Design mem_stage_sram, sky130hd; sources not shown.
==> images/drive_strength.png <==
Scale: 3 px per um.
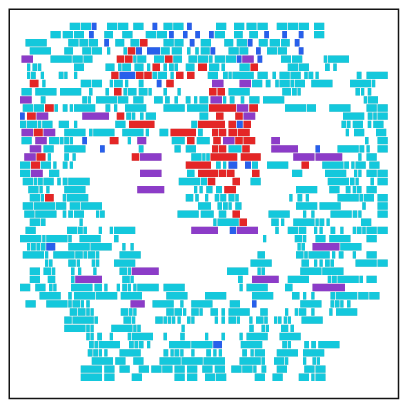
size	colour	cells	share
drive 2	blue	35	4.5%
drive 3 to 4	red	60	7.8%
drive 6 and up	purple	33	4.3%
drive 1 or less	cyan	645	83%
final setup margin: -0.0666 ns
Non-clock buffers: 243

==> images/density.png <==
Scale: 3 px per um. The die is cut into 13 by 13 equal tiles; dark blue is low, red is high, 0 to 100% covered.
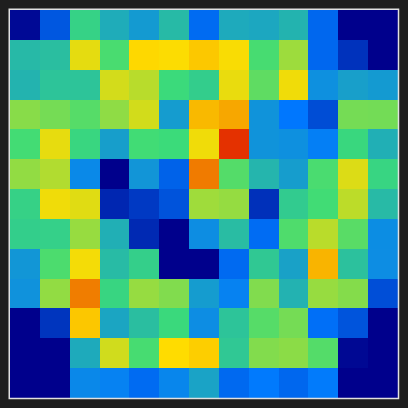
mean over tiles	41%
densest ninth of the die	top middle
fullest tile	94%
nearly empty tiles	11%
tiles over 75% full	5.9%
core area: 14700 sq um
final core occ: 48.6%
fp_density: 30.0%

==> images/port_nets.png <==
Scale: 3 px per um.
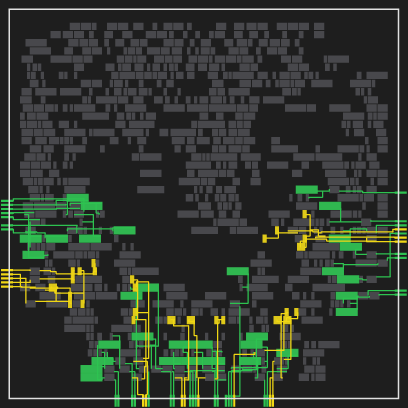
port	colour	bits	direction	end cells	wire
`SRAM_DQ_In`	yellow	16	input	32	595 um
`MEM_ResOut`	green	32	output	32	883 um
PortBufs: 195
IO Count: 196

==> results.tsv <==
metric	value	unit
outcome	complete, but fails checks	
violations	negative setup slack	
cts_setup_buffers	12	
ys_cells	547	
p_sw_share	27.4	%
reg2reg_depth	9	
fin_ws	-0.0666	ns
yosys-stat-area	4400	sq um
setup_viol	11	
dp_slack	-0.457	ns
period_minus_slack	2.17	ns
lay_top_cells	nand2_1, clkdlybuf4s50_1, dfxtp_1	
rows	44	
worstHoldPathType	input pin to register	
grt_pass1_wl	20.9	mm
die_x	129	um
comb_cells	400	
power.internal	4.17	mW
end_kind	primary output	
comb-cell-share	30.2	%
final_hold_viol_count	0	
logic_family	simple AND/OR/NAND/NOR gates	
power-top-group	sequential cells	
synth-compound-area-share	18.0	%
powerComb	1.81	mW
detail_route.iter0.violations	147	
largestClassByArea	buffers	
top_usage_layer	met2	
dp.cells	926	
vias	4342	
relSlewSlack	70.4	%
ys_types	39	
diodes	0	
tightest_slew	0.444	ns
flop_area	2150	sq um
seq_cells	107	
synth-warning-count	0	
stdcell_count	957	
cells in the mapped netlist, drive strengths merged:
library cell,number
a21boi,35
a21oi,2
a22o,16
a31oi,1
and2,10
and3,1
buf,16
clkbuf,19
dfxtp,107
ha,9
inv,7
mux2i,1
nand2,211
nand3,3
nand4,4
nor2,18
nor2b,2
nor3,2
nor3b,2
nor4,1
nor4b,1
o211a,1
o21ai,69
or2,1
or3b,1
xnor2,3
xor2,4
critical path, cell delays in order, from the launching register on:
cell and delay (ns):
dfxtp_4 0.39, inv_4 0.05, ha_4 0.18, buf_6 0.12, or2_4 0.25, buf_6 0.13
and2_4 0.13, buf_6 0.11
Power is estimated from default activity; no workload was simulated.
